$ cat src/rtl/bts_mem_traffic_gen.sv
// PRBS31 memory traffic generator/checker: a write pass of PRBS bursts, then a read-back
// pass compared beat by beat. Define BTS_TGEN_LOOP_EN to allow back-to-back passes via loop.
module bts_mem_traffic_gen #(
   parameter int unsigned DATA_WIDTH      = 160,
   parameter int unsigned BE_WIDTH        = 20,
   parameter int unsigned ADDR_WIDTH      = 23,
   parameter int unsigned SIZE_WIDTH      = 3,
   parameter int unsigned BURST_LEN       = 4,
   parameter int unsigned NUM_BURSTS      = 1024,
   parameter int unsigned MAX_OUTSTANDING = 4,
   parameter logic [31:0] SEED            = 32'h1234_5678
) (
   input  logic                  local_clk,
   input  logic                  local_reset,
   input  logic                  start,
   input  logic                  inject_err,
   input  logic                  loop,
   input  logic [ADDR_WIDTH-1:0] base_addr,
   input  logic                  local_init_done,
   input  logic                  local_ready,
   output logic [ADDR_WIDTH-1:0] local_addr,
   output logic [SIZE_WIDTH-1:0] local_size,
   output logic [BE_WIDTH-1:0]   local_be,
   output logic                  local_burst_begin,
   output logic                  local_write_req,
   output logic [DATA_WIDTH-1:0] local_wdata,
   output logic                  local_read_req,
   input  logic [DATA_WIDTH-1:0] local_rdata,
   input  logic                  local_rdata_valid,
   output logic                  busy,
   output logic                  test_complete,
   output logic [BE_WIDTH-1:0]   err_lanes,
   output logic [31:0]           err_count,
   output logic [ADDR_WIDTH-1:0] first_err_addr,
   output logic [15:0]           pass_count
);

   localparam int unsigned NUM_SLICES  = DATA_WIDTH / 32;
   localparam int unsigned TOTAL_BEATS = NUM_BURSTS * BURST_LEN;
   localparam int unsigned BEAT_CW     = $clog2(TOTAL_BEATS + 1);
   localparam int unsigned REQ_CW      = $clog2(NUM_BURSTS + 1);
   localparam int unsigned OUT_CW      = $clog2(MAX_OUTSTANDING + 1);

   localparam logic [ADDR_WIDTH-1:0] BURST_STEP    = ADDR_WIDTH'(BURST_LEN);
   localparam logic [SIZE_WIDTH-1:0] SIZE_VAL      = SIZE_WIDTH'(BURST_LEN);
   localparam logic [SIZE_WIDTH-1:0] LAST_IN_BURST = SIZE_WIDTH'(BURST_LEN - 1);
   localparam logic [BEAT_CW-1:0]    LAST_BEAT     = BEAT_CW'(TOTAL_BEATS - 1);
   localparam logic [REQ_CW-1:0]     LAST_REQ      = REQ_CW'(NUM_BURSTS - 1);
   localparam logic [OUT_CW-1:0]     MAX_OUT       = OUT_CW'(MAX_OUTSTANDING);

   typedef enum logic [2:0] {
      ST_IDLE,
      ST_WAIT_INIT,
      ST_WRITE,
      ST_READ,
      ST_DRAIN,
      ST_DONE
   } state_t;

   state_t state, state_next;

   logic [31:0]           wr_lfsr;
   logic [31:0]           chk_lfsr;
   logic [31:0]           pass_seed;
   logic [BEAT_CW-1:0]    wr_cnt;
   logic [SIZE_WIDTH-1:0] wr_beat;
   logic [REQ_CW-1:0]     rd_cnt;
   logic [SIZE_WIDTH-1:0] ret_beat;
   logic [OUT_CW-1:0]     outstanding, out_next;
   logic [ADDR_WIDTH-1:0] chk_addr;
   logic                  inj_pending;
   logic                  err_seen;

   logic                  start_acc;
   logic                  wr_acc, wr_last, wr_load, enter_write;
   logic                  rd_acc, rd_ret, ret_last, rreq_next;
   logic                  loop_again;
   logic [BE_WIDTH-1:0]   lane_err;

`ifdef BTS_TGEN_LOOP_EN
   assign loop_again = loop;
`else
   assign loop_again = loop & 1'b0;
`endif

   function automatic logic [31:0] lfsr_adv(input logic [31:0] s);
      return {s[30:0], s[30] ^ s[27]};
   endfunction

   function automatic logic [DATA_WIDTH-1:0] pattern(input logic [31:0] s);
      logic [DATA_WIDTH-1:0] d;
      logic [31:0]           r;
      d = '0;
      r = s;
      for (int unsigned i = 0; i < NUM_SLICES; i++) begin
         d[i*32 +: 32] = r;
         r = {r[30:0], r[31]};
      end
      return d;
   endfunction

   function automatic logic [BE_WIDTH-1:0] lane_diff(input logic [DATA_WIDTH-1:0] a,
                                                     input logic [DATA_WIDTH-1:0] b);
      logic [BE_WIDTH-1:0] m;
      m = '0;
      for (int unsigned j = 0; j < BE_WIDTH; j++) m[j] = |(a[j*8 +: 8] ^ b[j*8 +: 8]);
      return m;
   endfunction

   assign wr_acc      = (state == ST_WRITE) && local_write_req && local_ready;
   assign wr_last     = wr_acc && (wr_cnt == LAST_BEAT);
   assign rd_acc      = (state == ST_READ) && local_read_req && local_ready;
   assign rd_ret      = ((state == ST_READ) || (state == ST_DRAIN)) && local_rdata_valid;
   assign ret_last    = rd_ret && (ret_beat == LAST_IN_BURST);
   assign enter_write = (state_next == ST_WRITE) && (state != ST_WRITE);
   assign wr_load     = enter_write || (wr_acc && !wr_last);
   assign lane_err    = lane_diff(local_rdata, pattern(chk_lfsr));
   assign out_next    = outstanding + OUT_CW'(rd_acc) - OUT_CW'(ret_last);
   assign rreq_next   = (state_next == ST_READ) && (out_next < MAX_OUT);

   always_ff @(posedge local_clk) begin
      if (local_reset) state <= ST_IDLE;
      else             state <= state_next;
   end

   always_comb begin
      state_next = state;
      start_acc  = 1'b0;
      case (state)
         ST_IDLE, ST_DONE: begin
            if (start) begin
               state_next = ST_WAIT_INIT;
               start_acc  = 1'b1;
            end
         end
         ST_WAIT_INIT: if (local_init_done) state_next = ST_WRITE;
         ST_WRITE:     if (wr_last) state_next = ST_READ;
         ST_READ:      if (rd_acc && (rd_cnt == LAST_REQ)) state_next = ST_DRAIN;
         ST_DRAIN:     if (outstanding == '0) state_next = loop_again ? ST_WRITE : ST_DONE;
         default:      state_next = ST_IDLE;
      endcase
   end

   always_ff @(posedge local_clk) begin
      if (local_reset) begin
         local_addr        <= '0;
         local_size        <= SIZE_VAL;
         local_be          <= '1;
         local_burst_begin <= 1'b0;
         local_write_req   <= 1'b0;
         local_wdata       <= '0;
         local_read_req    <= 1'b0;
         busy              <= 1'b0;
         test_complete     <= 1'b0;
         err_lanes         <= '0;
         err_count         <= '0;
         first_err_addr    <= '0;
         pass_count        <= '0;
         wr_lfsr           <= SEED;
         chk_lfsr          <= SEED;
         pass_seed         <= SEED;
         wr_cnt            <= '0;
         wr_beat           <= '0;
         rd_cnt            <= '0;
         ret_beat          <= '0;
         outstanding       <= '0;
         chk_addr          <= '0;
         inj_pending       <= 1'b0;
         err_seen          <= 1'b0;
      end else begin
         local_size    <= SIZE_VAL;
         local_be      <= '1;
         outstanding   <= out_next;
         busy          <= (state_next != ST_IDLE) && (state_next != ST_DONE);
         test_complete <= (state_next == ST_DONE);

         if (start_acc) begin
            err_lanes      <= '0;
            err_count      <= '0;
            first_err_addr <= '0;
            pass_count     <= '0;
            err_seen       <= 1'b0;
            wr_lfsr        <= SEED;
            chk_lfsr       <= SEED;
            ret_beat       <= '0;
         end

         if (wr_load)         inj_pending <= 1'b0;
         else if (inject_err) inj_pending <= 1'b1;

         // Next beat is loaded only on acceptance so wdata holds while stalled.
         if (wr_load) begin
            local_wdata <= pattern(wr_lfsr) ^ DATA_WIDTH'(inj_pending | inject_err);
            wr_lfsr     <= lfsr_adv(wr_lfsr);
         end

         if (enter_write) begin
            local_write_req   <= 1'b1;
            local_burst_begin <= 1'b1;
            local_addr        <= base_addr;
            wr_cnt            <= '0;
            wr_beat           <= '0;
            pass_seed         <= wr_lfsr;
         end else if (wr_acc) begin
            wr_cnt <= wr_cnt + BEAT_CW'(1);
            if (wr_last) begin
               local_write_req   <= 1'b0;
               local_burst_begin <= 1'b0;
            end else if (wr_beat == LAST_IN_BURST) begin
               wr_beat           <= '0;
               local_burst_begin <= 1'b1;
               local_addr        <= local_addr + BURST_STEP;
            end else begin
               wr_beat           <= wr_beat + SIZE_WIDTH'(1);
               local_burst_begin <= 1'b0;
            end
         end

         if (state_next == ST_READ) begin
            local_read_req    <= rreq_next;
            local_burst_begin <= rreq_next;
            if (state != ST_READ) begin
               local_addr <= base_addr;
               rd_cnt     <= '0;
               ret_beat   <= '0;
               chk_addr   <= base_addr;
               chk_lfsr   <= pass_seed;
            end else if (rd_acc) begin
               local_addr <= local_addr + BURST_STEP;
               rd_cnt     <= rd_cnt + REQ_CW'(1);
            end
         end else begin
            local_read_req <= 1'b0;
            if (state == ST_READ) local_burst_begin <= 1'b0;
         end

         if (rd_ret) begin
            chk_lfsr <= lfsr_adv(chk_lfsr);
            chk_addr <= chk_addr + ADDR_WIDTH'(1);
            ret_beat <= (ret_beat == LAST_IN_BURST) ? '0 : ret_beat + SIZE_WIDTH'(1);
            if (lane_err != '0) begin
               err_lanes <= err_lanes | lane_err;
               if (err_count != '1) err_count <= err_count + 32'd1;
               if (!err_seen) begin
                  first_err_addr <= chk_addr;
                  err_seen       <= 1'b1;
               end
            end
         end

         if ((state == ST_DRAIN) && (state_next != ST_DRAIN)) pass_count <= pass_count + 16'd1;
      end
   end

endmodule

$ cat config.mk
export PLATFORM = sky130hd
export DESIGN_NAME = bts_mem_traffic_gen
export DESIGN_NICKNAME = d
export VERILOG_FILES = /design/src/rtl/bts_mem_traffic_gen.sv
export SDC_FILE = /design/constraint.sdc
export NUM_CORES = 1
export LEC_CHECK = 0
export CORE_MARGIN = 4
export CORE_UTILIZATION = 23
export DETAILED_ROUTE_END_ITERATION = 10
export PLACE_DENSITY = 0.42
export SLEW_MARGIN = 20
export SYNTH_ARGS = -nofsm -noshare
export SYNTH_HDL_FRONTEND = slang
export SYNTH_SLANG_ARGS = --single-unit
$ cat constraint.sdc
create_clock -name local_clk -period 9.7 [get_ports local_clk]
set_input_delay 1.455 -clock local_clk [delete_from_list [all_inputs] [get_ports local_clk]]
set_output_delay 1.455 -clock local_clk [all_outputs]
set_load 0.05 [all_outputs]
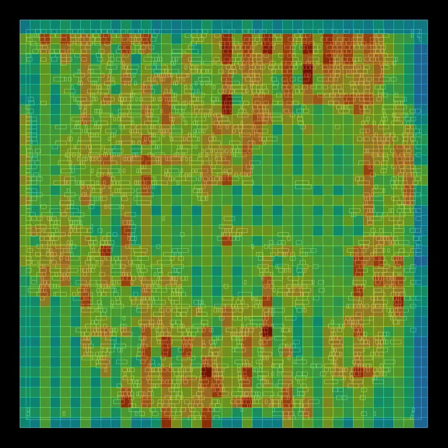
Fig. 1. Routing congestion map (run 1).
M3 GR Usage: 2.57%
All-Layer GR Usage: 16.1%
routed len/inst: 19.7 µm
GR peak layer: met2

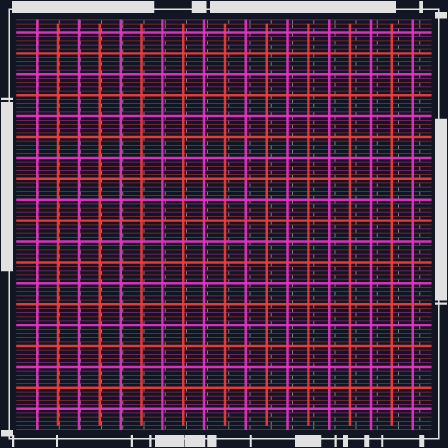
Fig. 2. PDN straps and rails (run 1).
Pins as bars on the die edge. Tap cells in grey.
Key: VSS = magenta; VDD = red
19 straps on met4. 493 signal pins sit on the boundary. 950 tap cells. The core has 98 rows.
Die Wd: 278 µm
core area: 0.0720 mm²

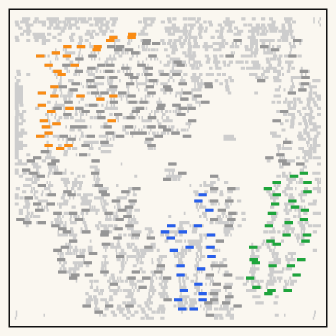
Fig. 3. Sequential cells grouped by signal name (run 1).
Key: err_count = green [placed flops 32]; chk_addr = blue [placed flops 23, where bottom middle]; local_wdata = orange [placed flops 33]
Another 221 sequential cells are not coloured.
sequential cell power: 1.33 mW
area occupied by registers: 0.00619 mm²
register share of the cell area: 27.4%
final core utilization: 31.4%

==> run 1: synthesized netlist by cell type (all sizes together) (3+ instances only) <==
| cell type | count |
|---|---|
| a31oi | 18 |
| nor3 | 59 |
| xnor2 | 162 |
| buf | 191 |
| nand3b | 7 |
| nor3b | 12 |
| nand2b | 3 |
| o32ai | 16 |
| o221ai | 7 |
| o22ai | 4 |
| or3b | 4 |
| a311oi | 22 |
| a21o | 3 |
| nand4 | 64 |
| nor2 | 207 |
| nand3 | 67 |
| o311ai | 13 |
| and2 | 13 |
| ha | 10 |
| o21a | 4 |
| mux2i | 29 |
| a21oi | 150 |
| nor2b | 4 |
| nand2 | 287 |
| o2111ai | 12 |
| inv | 44 |
| or2 | 5 |
| o21ai | 81 |
| nor4 | 20 |
| and4 | 8 |
| clkbuf | 108 |
| xor2 | 61 |
| dfxtp | 309 |
| or3 | 10 |
| a221oi | 5 |
| a41oi | 9 |
| and3 | 26 |
| a211oi | 8 |
| a22oi | 26 |
| or4 | 5 |
==> run 1: routing by layer <==
metal / GRT usage (%) / wire length, µm / vias to the layer above
met5: 0 / 12 / -
met4: 3.70 / 1210 / 2
met3: 2.57 / 3100 / 71
met2: 25.7 / 30500 / 404
met1: 22.8 / 31400 / 7415
li1: - / - / 7679
==> run 1: flip-flops by register name, indices dropped and copies added, names as in the netlist, 3 cells and up <==
signal          flops
chk_addr           23
chk_lfsr           32
err_count          32
err_lanes          20
first_err_addr     23
local_addr         23
local_wdata        33
outstanding         3
pass_count         16
pass_seed          32
rd_cnt             11
ret_beat            3
state               3
wr_beat             3
wr_cnt             13
wr_lfsr            32
==> impl_metrics.json, run 1 <==
{
  "grt_pass1_wl_mm": 98.9,
  "finalHoldViolations": 0,
  "chipArea_mm2": 0.0775,
  "fin_area_mm2": 0.0226,
  "crit_fanout": 42,
  "clock_tree.buffer_depth": 3,
  "syn_to_final_growth_pct": 34.3,
  "startpoint": "local_rdata[157]",
  "worstMarginPinSlew_ns": 1.07,
  "gp_congestion": 0.819,
  "crit_slowest_cell": "nor4_1",
  "crit_buf_inv": 2,
  "synthArstFlopShare_pct": 0,
  "numCtsBuffers": 41,
  "cts-htree-levels": 2,
  "nClkBuffers": 54,
  "min_path_cells": 2,
  "antenna_cells": 3,
  "warning_count": 27,
  "synth_area_mm2": 0.0168,
  "synth-simple-area-share_pct": 22.6,
  "synth.avg_cell_area_um2": 7.93,
  "logic_area_mm2": 0.00885,
  "fmax_mhz": 235,
  "r2r-start": "state[0]",
  "edf_count": 0,
  "top_area_share_pct": 36.8,
  "ys.flop_type": "dfxtp_1",
  "dpl_worst_slack_ns": 4.94,
  "ys_sh_adder_pct": 0.863,
  "period_used_pct": 43.9,
  "arrival_ns": 4.74,
  "drc": 0,
  "antenna_left": 0,
  "clkCellAreaFrac_pct": 5.90,
  "buffers": 489,
  "row_count": 98,
  "grt-ovfl-total": 0,
  "buf_share_pct": 21.5,
  "logic_gates": 1489,
  "r2r_cells": 13,
  "path_delay_family": "simple AND/OR/NAND/NOR gates",
  "required_ns": 10.19,
  "path_depth": 9,
  "crit_type": "input port to flop",
  "p_clk_share_pct": 45.7,
  "critPathCapture": "err_count[7]",
  "fin_crit_ns": 4.25,
  "fin_ws_ns": 5.45,
  "sh_comb_area_pct": 39.2,
  "clkTransAtPathRegs_ns": 0.05,
  "post_cts_resized": 0,
  "vias": 15600,
  "dp.cells": 3282,
  "totalNegativeSetupSlack_ns": 0,
  "antenna_found_initial": 3,
  "ys_cells": 2121,
  "cts.sinks": 309,
  "yosys_warnings": 0,
  "powerClk_mw": 1.52,
  "maxSlewViolCount": 0,
  "r2r_end": "local_burst_begin",
  "crit_chain": "clkdlybuf4s50_1 > xor2_1 > nor4_1 > and4bb_1 > nand4_1 > o31a_1 > buf_4 > a21oi_1 > a221o_1",
  "pg_comb_mw": 0.471,
  "cts_root_buf": "clkbuf_16",
  "finClkSkew_ns": 0.0247,
  "power_switching_share_pct": 28.3,
  "io_buffers": 468,
  "instances_no_fill": 3355,
  "setup_violations": 0,
  "rrSetupSlack_ns": 6.09,
  "dominant_cells": "multi-input combinational cells",
  "p_int_mw": 2.38,
  "status": "finished, final reports clean",
  "final_nets": 2577,
  "synth-area-yosys_mm2": 0.0168,
  "max_stage_delay_ns": 0.86,
  "placed_area_mm2": 0.0213,
  "synthAoiAreaFrac_pct": 14.9,
  "power.net_switching_mw": 0.942,
  "p_seq_share_pct": 40.1,
  "wl_mm": 66.2,
  "startpoint_type": "input port",
  "min_delay_worst_endpoint": "err_lanes[2]",
  "ys_sh_mux_pct": 1.79,
  "top_power_group": "clock",
  "cts_setup_buffers": 0,
  "dr.first_iter.drc_count": 1097,
  "cts_hold_buf": 0,
  "max-slew-margin-rel_pct": 28.8,
  "lay_top_cells": "clkdlybuf4s50_1 (467), dfxtp_1 (309), nand2_1 (287)",
  "fp_util_pct": 23.4,
  "end_kind": "flop",
  "nWellTaps": 950,
  "drive_gt1_share_pct": 4.83,
  "ys_seq_elements": 309,
  "io_pins": 493,
  "ys_seq_share_pct": 36.8,
  "viasPerCell": 4.64,
  "yosys-top-cells-area": "dfxtp_1 (37%), xnor2_1 (8.4%), buf_4 (6.7%)",
  "dr.pass1.iters": 5,
  "powerDensity_mw_per_mm2": 147,
  "ys_sh_xor_pct": 11.6,
  "ys_types": 76
}
## Run 2: what changed since run 1
==> constraint.sdc (replaced) <==
create_clock -name local_clk -period 4.1 [get_ports local_clk]
set_input_delay 0.615 -clock local_clk [delete_from_list [all_inputs] [get_ports local_clk]]
set_output_delay 0.615 -clock local_clk [all_outputs]
set_load 0.05 [all_outputs]
==> run 2 against run 1 <==
Worst setup slack worse by 4.5 ns; synthesized cell count unchanged; combinational power is 140% higher; via count rose by 0.46%.
==> impl_metrics.json, run 2 <==
{
  "dp.cells": 3298,
  "grt_pass1_wl_mm": 99.1,
  "dpl_worst_slack_ns": 0.532,
  "rrSetupSlack_ns": 0.90,
  "power.net_switching_mw": 2.17,
  "synthArstFlopShare_pct": 0,
  "ys_types": 76,
  "path_delay_family": "simple AND/OR/NAND/NOR gates",
  "powerDensity_mw_per_mm2": 347,
  "numCtsBuffers": 40,
  "fin_crit_ns": 3.20,
  "max-slew-margin-rel_pct": 31.3,
  "die_w_um": 278,
  "synth-area-yosys_mm2": 0.0168,
  "grt-ovfl-total": 0,
  "fin_ws_ns": 0.899,
  "cts_setup_buffers": 0,
  "gp_congestion": 0.848,
  "wl_per_cell_um": 19.6,
  "p_clk_share_pct": 45.8,
  "r2r_cells": 8,
  "period_used_pct": 78.1,
  "status": "finished, final reports clean",
  "end_kind": "flop",
  "p_int_mw": 5.70,
  "post_cts_resized": 0,
  "synth_area_mm2": 0.0168,
  "clock_tree.buffer_depth": 3,
  "cts-htree-levels": 2,
  "crit_chain": "xnor2_1 > nand4_1 > nor4_1 > nand4_1 > o31ai_4 > o21ai_1 > buf_4 > o221ai_1",
  "startpoint_type": "flop",
  "placed_area_mm2": 0.0214,
  "dr.first_iter.drc_count": 938,
  "top_area_share_pct": 36.8,
  "crit_buf_inv": 1,
  "io_pins": 493,
  "dr.pass1.iters": 6,
  "yosys-top-cells-area": "dfxtp_1 (37%), xnor2_1 (8.4%), buf_4 (6.7%)",
  "r2r_end": "err_count[11]",
  "clkTransAtPathRegs_ns": 0.05,
  "fp_util_pct": 23.4,
  "drive_gt1_share_pct": 5.53,
  "antenna_found_initial": 7,
  "ys_seq_share_pct": 36.8,
  "viasPerCell": 4.64,
  "final_nets": 2592,
  "crit_fanout": 26,
  "maxSlewViolCount": 0,
  "totalNegativeSetupSlack_ns": 0,
  "grt_usage_pct": 16.2,
  "p_seq_share_pct": 40.1,
  "edf_count": 0,
  "power_switching_share_pct": 27.6,
  "min_delay_worst_endpoint": "ret_beat[1]",
  "yosys_warnings": 0,
  "fmax_mhz": 312,
  "worstMarginPinSlew_ns": 1.03,
  "largest_reg_flops": 33,
  "chipArea_mm2": 0.0775,
  "antenna_left": 0,
  "min_path_cells": 2,
  "finClkSkew_ns": 0.0175,
  "max_stage_delay_ns": 0.65,
  "syn_to_final_growth_pct": 34.9,
  "common_cells": "dfxtp_1 (309), nand2_1 (287), nor2_1 (206), xnor2_1 (162), buf_4 (150)",
  "io_buffers": 468,
  "wl_mm": 66.3
}
[run 2: kinds of logic after synthesis]
family / synth area share (%)
muxes: 1.79
xor gates and xnor gates: 11.6
DFF: 36.8
adders and majority gates: 0.863
buffers and inverters: 11.4
other: 0.0446
and+or+nand+nor: 22.6
AOI/OAI and AO/OA: 14.9
[run 2: final cells by class]
cell class,instances,area (µm²)
inverter,45,170
clock buffer,62,1200
tap,950,1190
sequential,309,6190
timing repair buffer,505,4980
antenna,2,5.00
multi-input combinational,1489,8840
fill,7532,49300
clock inverter,11,138
[run 2: power groups by stage]
stage | registers (mW) | logic, mW | clock network, mW
final | 3.16 | 1.12 | 3.60
after global routing | 3.17 | 1.19 | 3.85
after floorplan | 3.28 | 0.620 | 0
after detailed placement | 3.22 | 1.12 | 0
after global placement | 3.22 | 1.12 | 0
after CTS | 3.16 | 1.13 | 3.74
[run 2: metal layers]
metal	routed length [µm]	vias to the layer above	track usage [%]
met5	40	-	0
met4	1190	6	3.37
met3	3210	79	2.70
met2	30500	405	26.4
met1	31300	7449	22.5
li1	-	7704	-
[run 2: worst max path at each step]
| stage | slack [ns] | to | from | cells past startpoint |
|---|---|---|---|---|
| 2_1_floorplan | 0.88 | local_burst_begin | state[0] | 17 |
| 3_3_place_gp | 0.57 | err_count[23] | local_rdata[56] | 9 |
| 3_5_place_dp | 0.53 | err_count[11] | local_rdata[153] | 9 |
| 4_1_cts | 0.84 | err_count[11] | chk_lfsr[21] | 8 |
| 5_1_grt | 0.74 | local_addr[20] | local_addr[2] | 8 |
| 6_report | 0.90 | err_count[11] | chk_lfsr[30] | 8 |
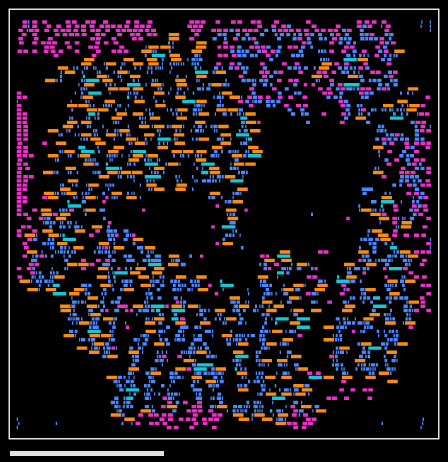
Fig. 4. Placement by cell class (run 2).
Bar = 100 µm.
Key: clock drivers and dummy loads = cyan [cells 73, share of their area 6.2%]; remaining buffers and delay cells = magenta [cells 505, share of their area 23%]; remaining logic cells = blue [cells 1534, share of their area 42%]; sequential cells = orange [cells 309, share of their area 29%]
row count: 98
final core utilization: 31.5%
register share of the cell area: 27.2%
final non-filler cell area: 0.0227 mm²

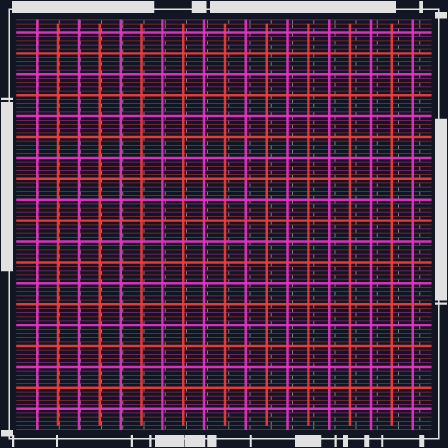
Fig. 5. PDN straps and rails (run 2).
Pins as bars on the die edge. Tap cells in grey.
Key: VSS = magenta; VDD = red
The core has 98 rows. 493 signal pins sit on the boundary.
worst vdd ir: 0.259 mV
die height: 278 µm

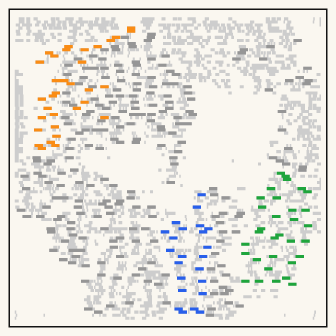
Fig. 6. Sequential cells grouped by signal name (run 2).
Key: local_wdata = orange [placed flops 33]; err_count = green [placed flops 32]; chk_addr = blue [placed flops 23, where bottom middle]
Another 221 sequential cells are not coloured.
sequential cell power: 3.16 mW

Power is estimated from default activity; no workload was simulated.
